Fig. 1: metal 1
Supply wires on this layer in grey.
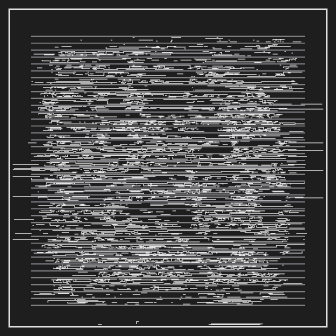
Fig. 2: the metal 2 layer
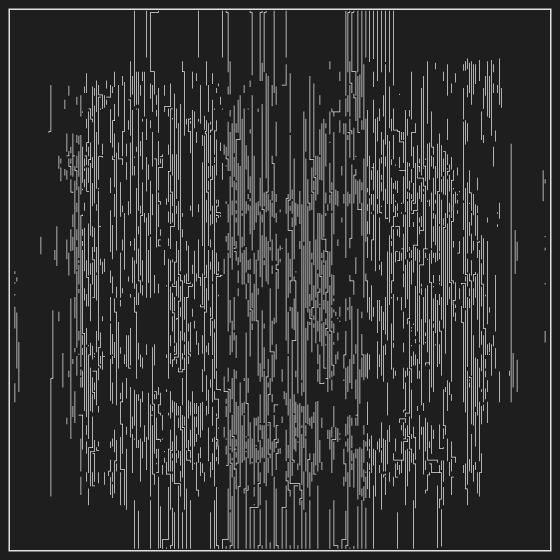
==> src/rtl/axi_pkg.sv <==
// Shared AXI burst definitions: burst-type codes, 4 KB page size and the
// splitter state encoding.
package axi_pkg;
   localparam logic [1:0] AXI_BURST_FIXED = 2'b00;
   localparam logic [1:0] AXI_BURST_INCR  = 2'b01;
   localparam logic [1:0] AXI_BURST_WRAP  = 2'b10;
   localparam int         AXI_4KB         = 4096;

   typedef enum logic [1:0] {
      ST_IDLE  = 2'd0,
      ST_ISSUE = 2'd1,
      ST_DRAIN = 2'd2
   } state_t;
endpackage

==> src/rtl/axi_burst_calc.sv <==
// Beats for the next burst: INCR limited by remaining, MAX_BEATS and the 4 KB
// page edge; FIXED limited by remaining and 16. Purely combinational.
module axi_burst_calc
   import axi_pkg::*;
#(
   parameter int LEN_W     = 16,
   parameter int MAX_BEATS = 16
) (
   input  logic [11:0]      i_addr_lo,
   input  logic [LEN_W-1:0] i_remaining,
   input  logic [1:0]       i_type,
   output logic [8:0]       o_beats,
   output logic             o_bind4k
);
   localparam int CW = (LEN_W > 13) ? LEN_W : 13;

   logic [12:0]   w_room;
   logic [CW-1:0] w_rem, w_cap, w_room_x, w_lim, w_incr, w_fixed;

   // 13-bit so a page-aligned address yields 1024 beats rather than 0
   assign w_room   = (13'(AXI_4KB) - {1'b0, i_addr_lo}) >> 2;
   assign w_rem    = CW'(i_remaining);
   assign w_cap    = CW'(MAX_BEATS);
   assign w_room_x = CW'(w_room);
   assign w_lim    = (w_rem < w_cap) ? w_rem : w_cap;
   assign w_incr   = (w_room_x < w_lim) ? w_room_x : w_lim;
   assign w_fixed  = (w_rem < CW'(16)) ? w_rem : CW'(16);

   assign o_beats  = 9'((i_type == AXI_BURST_INCR) ? w_incr : w_fixed);
   assign o_bind4k = (i_type == AXI_BURST_INCR) && (w_room_x < w_lim);
endmodule

==> src/rtl/axi_burst_splitter.sv <==
// Splits word transfer requests into legal AXI4 burst commands and tracks
// outstanding bursts. AXI_BURST_SPLITTER_STATS_EN adds burst/4 KB-split counters.
module axi_burst_splitter
   import axi_pkg::*;
#(
   parameter int ADDR_W          = 32,
   parameter int LEN_W           = 16,
   parameter int MAX_BEATS       = 16,
   parameter int MAX_OUTSTANDING = 4
) (
   input  logic              clk,
   input  logic              resetn,
   input  logic              req_valid,
   output logic              req_ready,
   input  logic              req_wr,
   input  logic [ADDR_W-1:0] req_addr,
   input  logic [LEN_W-1:0]  req_beats,
   input  logic [1:0]        req_type,
   output logic              req_err,
   output logic              req_done,
   output logic              cmd_valid,
   input  logic              cmd_ready,
   output logic              cmd_wr,
   output logic [ADDR_W-1:0] cmd_addr,
   output logic [7:0]        cmd_burst_len,
   output logic [1:0]        cmd_burst_type,
   output logic              cmd_last,
   input  logic              burst_done,
   output logic              busy
`ifdef AXI_BURST_SPLITTER_STATS_EN
   ,
   output logic [31:0]       stat_bursts,
   output logic [31:0]       stat_4k_splits
`endif
);
   state_t            r_state, w_state_nxt;
   logic              r_wr, r_err, r_bind, w_bind;
   logic [ADDR_W-1:0] r_addr, w_addr_nxt;
   logic [LEN_W-1:0]  r_rem, w_rem_nxt;
   logic [1:0]        r_type, w_type_nxt;
   logic [8:0]        r_beats, w_beats;
   logic [7:0]        r_len;
   logic [3:0]        r_out;
   logic              w_legal, w_take, w_acc, w_dec, w_load;

   assign w_legal = (req_beats != '0) && (req_addr[1:0] == 2'b00) && !req_type[1];
   assign w_acc   = cmd_valid && cmd_ready;
   assign w_dec   = burst_done && (r_out != 4'd0);
   // Burst size is precomputed from the next-cycle address/remaining so the
   // command fields come straight from registers.
   assign w_load  = w_take || (w_acc && !cmd_last);

   axi_burst_calc #(.LEN_W(LEN_W), .MAX_BEATS(MAX_BEATS)) u_calc (
      .i_addr_lo   (w_addr_nxt[11:0]),
      .i_remaining (w_rem_nxt),
      .i_type      (w_type_nxt),
      .o_beats     (w_beats),
      .o_bind4k    (w_bind)
   );

   assign req_ready      = (r_state == ST_IDLE);
   assign busy           = (r_state != ST_IDLE);
   assign req_err        = r_err;
   assign req_done       = (r_state == ST_DRAIN) && (r_out == 4'd0);
   assign cmd_valid      = (r_state == ST_ISSUE) && (r_out < 4'(MAX_OUTSTANDING));
   assign cmd_last       = (r_state == ST_ISSUE) && (r_rem == LEN_W'(r_beats));
   assign cmd_wr         = r_wr;
   assign cmd_addr       = r_addr;
   assign cmd_burst_len  = r_len;
   assign cmd_burst_type = r_type;

   always_comb begin
      w_state_nxt = r_state;
      w_addr_nxt  = r_addr;
      w_rem_nxt   = r_rem;
      w_type_nxt  = r_type;
      w_take      = 1'b0;
      case (r_state)
         ST_IDLE: if (req_valid && w_legal) begin
            w_take      = 1'b1;
            w_addr_nxt  = req_addr;
            w_rem_nxt   = req_beats;
            w_type_nxt  = req_type;
            w_state_nxt = ST_ISSUE;
         end
         ST_ISSUE: if (w_acc) begin
            w_rem_nxt = r_rem - LEN_W'(r_beats);
            if (r_type == AXI_BURST_INCR)
               w_addr_nxt = r_addr + ADDR_W'({r_beats, 2'b00});
            if (cmd_last)
               w_state_nxt = ST_DRAIN;
         end
         ST_DRAIN: if (r_out == 4'd0) w_state_nxt = ST_IDLE;
         default:  w_state_nxt = ST_IDLE;
      endcase
   end

   always_ff @(posedge clk) begin
      if (!resetn) r_state <= ST_IDLE;
      else         r_state <= w_state_nxt;
   end

   always_ff @(posedge clk) begin
      if (!resetn) begin
         r_err   <= 1'b0;
         r_wr    <= 1'b0;
         r_addr  <= '0;
         r_rem   <= '0;
         r_type  <= 2'b00;
         r_beats <= 9'd0;
         r_len   <= 8'd0;
         r_bind  <= 1'b0;
         r_out   <= 4'd0;
      end else begin
         r_err  <= (r_state == ST_IDLE) && req_valid && !w_legal;
         if (w_take) r_wr <= req_wr;
         r_addr <= w_addr_nxt;
         r_rem  <= w_rem_nxt;
         r_type <= w_type_nxt;
         if (w_load) begin
            r_beats <= w_beats;
            r_len   <= 8'(w_beats - 9'd1);
            r_bind  <= w_bind;
         end
         r_out <= r_out + 4'(w_acc) - 4'(w_dec);
      end
   end

`ifdef AXI_BURST_SPLITTER_STATS_EN
   logic [31:0] r_stat_bursts, r_stat_4k;

   always_ff @(posedge clk) begin
      if (!resetn) begin
         r_stat_bursts <= 32'd0;
         r_stat_4k     <= 32'd0;
      end else begin
         r_stat_bursts <= r_stat_bursts + 32'(w_acc);
         r_stat_4k     <= r_stat_4k + 32'(w_acc && r_bind);
      end
   end

   assign stat_bursts    = r_stat_bursts;
   assign stat_4k_splits = r_stat_4k;
`endif
endmodule

==> config.mk <==
export PLATFORM = sky130hd
export DESIGN_NAME = axi_burst_splitter
export DESIGN_NICKNAME = d
export VERILOG_FILES = /design/src/rtl/axi_pkg.sv /design/src/rtl/axi_burst_calc.sv /design/src/rtl/axi_burst_splitter.sv
export SDC_FILE = /design/constraint.sdc
export NUM_CORES = 1
export LEC_CHECK = 0
export CAP_MARGIN = 20
export CORE_MARGIN = 8
export CORE_UTILIZATION = 49
export CTS_CLUSTER_SIZE = 25
export DETAILED_ROUTE_END_ITERATION = 8
export PLACE_DENSITY = 0.74
export SLEW_MARGIN = 5
export SYNTH_ARGS = -nofsm -noshare
export SYNTH_HDL_FRONTEND = slang
export SYNTH_SLANG_ARGS = --single-unit
export TNS_END_PERCENT = 20
==> constraint.sdc <==
create_clock -name clk -period 12.95 [get_ports clk]
set_input_delay 1.9425 -clock clk [delete_from_list [all_inputs] [get_ports clk]]
set_output_delay 1.9425 -clock clk [all_outputs]
set_load 0.02 [all_outputs]
==> reports/results.ini <==
[die]
rows = 39
nWellTaps = 143
boundaryPins = 105
floorplanUtilization = 0.504
floorplan.die.height_um = 125
die_area_um2 = 15500

[critical_path]
cp_num_buf_inv = 2
crit_chain = clkdlybuf4s50_1 -> nor4_1 -> nand4_1 -> nand2_1 -> mux2i_1 -> and3_1 -> nor4_2 -> nand2_1 -> inv_2 -> nand2_1 -> ha_1 -> a21o_1 -> a21o_1 -> a221o_1 -> a211oi_1 -> o211ai_2 -> nor3_4 -> a211oi_1 -> or2_2 -> ha_1 -> o31a_1 -> a311o_1 -> o211ai_1
critical_path.startpoint = req_beats[13]
worst_setup_path_end_kind = register
startpoint_of_the_most_critical_register_to_register_path = r_state[0]
cp_common_cell = sky130_fd_sc_hd__nand2_1
worst-r2r-setup-slack_ns = 5.97
cpPeakStageDelay_ns = 0.66
crit_cells = 23
required_time_of_the_critical_path_ns = 13.22
worst_ep_arrival_time_ns = 8.66
critical_path.startpoint_type = input port

[yosys]
synth.ff_latch_count = 75
synth_stat.cells = 734
top_cell_area_share = 0.260
syn_avg_cell_area_um2 = 7.88
seq_total_area_yosys = 0.260
edf_count = 0
synth_cells = 734
fraction_of_synthesis_flops_using_an_asynchronous_set_or_reset_pin = 0
synth-warning-count = 0
synth.top_cells.by_count = 75 x sky130_fd_sc_hd__dfxtp_1, 70 x sky130_fd_sc_hd__nor2_1, 57 x sky130_fd_sc_hd__nand2_1
top_area_cell = sky130_fd_sc_hd__dfxtp_1
yosys.cell_types.count = 86
yosys-stat-area_um2 = 5780

[detailed_routing]
detail_route.vias_per_cell = 6.55
wl_met1_um = 8990
dr_wl_met2_um = 9590
detailroute.wirelength.met3_um = 1450
drt_pass1_iterations = 5

[grt]
track_usage = 0.257
pin_count_of_the_biggest_net_entering_global_routing = 55
grt-busiest-layer = met2
grt_antenna_before_repair = 0
globalRoute.totalOverflow = 0

[finish]
biggestCellCategory = combinational gates
num-clock-buffers = 11
final_layout_size_suffix_gt1_frac = 0.0638
clkCellAreaFrac = 0.0472
seq-cell-share = 0.207
fillerInstances = 1022
nets = 919
buffers = 109
antenna_cells = 0
nFlopsAndLatches = 75
flow.area_growth_from_synthesis_pct = 25.6
nonClockInverterCount = 35
mi_logic_area_um2 = 4030

[clock_tree]
cts_max_path_buffers = 2
number_of_buffers_created_by_cts = 9
tritoncts = yes
cts_max_level = 3
clk_pin_slew_worst_paths_ns = 0.06
post_cts_buffers = 0

[placement]
post-place-ws_ns = 4.36
gp_congestion = 0.919
place_hpwl_um = 15300

[status]
outcome = finished, final reports clean

[power]
power.share.sequential = 0.325
p_leak_uw = 0.00283
power.switching_uw = 249
internal_power_uw = 535
share_comb_of_total_power = 0.296
irDropWorstVdd_v = 0.000121

[final_timing]
maxClockFrequency_mhz = 119
fin_skew_ns = 0.00681
timing_worst_slew_pin_value_ns = 1.07
finalWorstSetupSlack_ns = 4.57
report.final.hold_viol_count = 0
setup_total_negative_slack_ns = 0
max_slew_margin = 0.287
timing.final.max_slew_violations = 0

[flow_run]
tool_warnings = 26
drv_cap = 0

[min_path]
hold_start = cmd_burst_type[0]
hold_path_end = cmd_burst_type[0]

About Fig. 1:
share of all routed wire: 43%
main direction: horizontal
wire length on this layer: 8990 µm
longest straight run: 61.2 µm
total vias in the final route: 6376
met1 Usage GRT: 0.320
Routed WL: 20700 µm

About Fig. 2:
longest straight run: 59.5 µm
main direction: vertical
Global Route met2 Usage: 0.416

-- placed cells by master, fill, tap and decap left out, drive strengths merged, types with 5 or more instances in the layout --
cell type,netlist,routed
clkdlybuf4s50,0,104
dfxtp,75,75
nor2,72,72
nand2,58,58
a21oi,57,57
inv,35,35
ha,34,34
o21ai,34,34
nor3,30,30
nand3,26,26
and3,23,23
nor4,19,19
and2,18,18
a21o,16,16
a221oi,13,13
xnor2,12,12
a211oi,12,12
clkbuf,22,11
a22oi,10,10
xor2,9,9
a31oi,9,9
o21a,9,9
nand4,8,8
a211o,8,8
o211ai,8,8
o31ai,6,6
nor3b,6,6
a32oi,6,6
conb,1,6
buf,11,5
mux2i,5,5
nor4b,5,5
or4,5,5
-- power by group through the flow --
stage,Clock [µW],Sequential (µW),Combinational (µW)
global route,309,256,253
CTS,301,254,230
finish,297,255,232
global placement,0,259,223
floorplan,0,260,153
detailed placement,0,260,228
-- cells by family (layout without fill, tap and decap cells) --
family	after synthesis	in the layout	synth area share
flip-flops	75	75	0.260
buffers and inverters	68	160	0.0469
other	1	6	0.000648
XOR/XNOR	21	21	0.0318
AND/OR/NAND/NOR	292	292	0.271
adder cells (fa/ha/maj)	37	37	0.0839
multiplexers	6	6	0.0113
AND-OR/OR-AND	234	234	0.295
-- metrics by stage --
stage               hold slack (ns)  instances  area [µm²]  total power [µW]  utilization
detailed placement            0.463        958        6920               487        0.603
global placement              0.445        958        6920               481        0.603
floorplan                     0.448        739        5800               413            -
CTS                           0.474        974        7260               785        0.633
global route                  0.494        974        7260               818        0.633
finish                        0.474        974        7260               784        0.633
-- state kept, by name, indices dropped and copies added (netlist names) --
signal / count
cmd_burst_len: 8
cmd_burst_type: 2
req_err: 1
r_state: 2
cmd_wr: 1
r_rem: 16
r_beats: 9
r_out: 4
cmd_addr: 32
Power figures rest on the tool's default switching activity, not on a simulated workload.
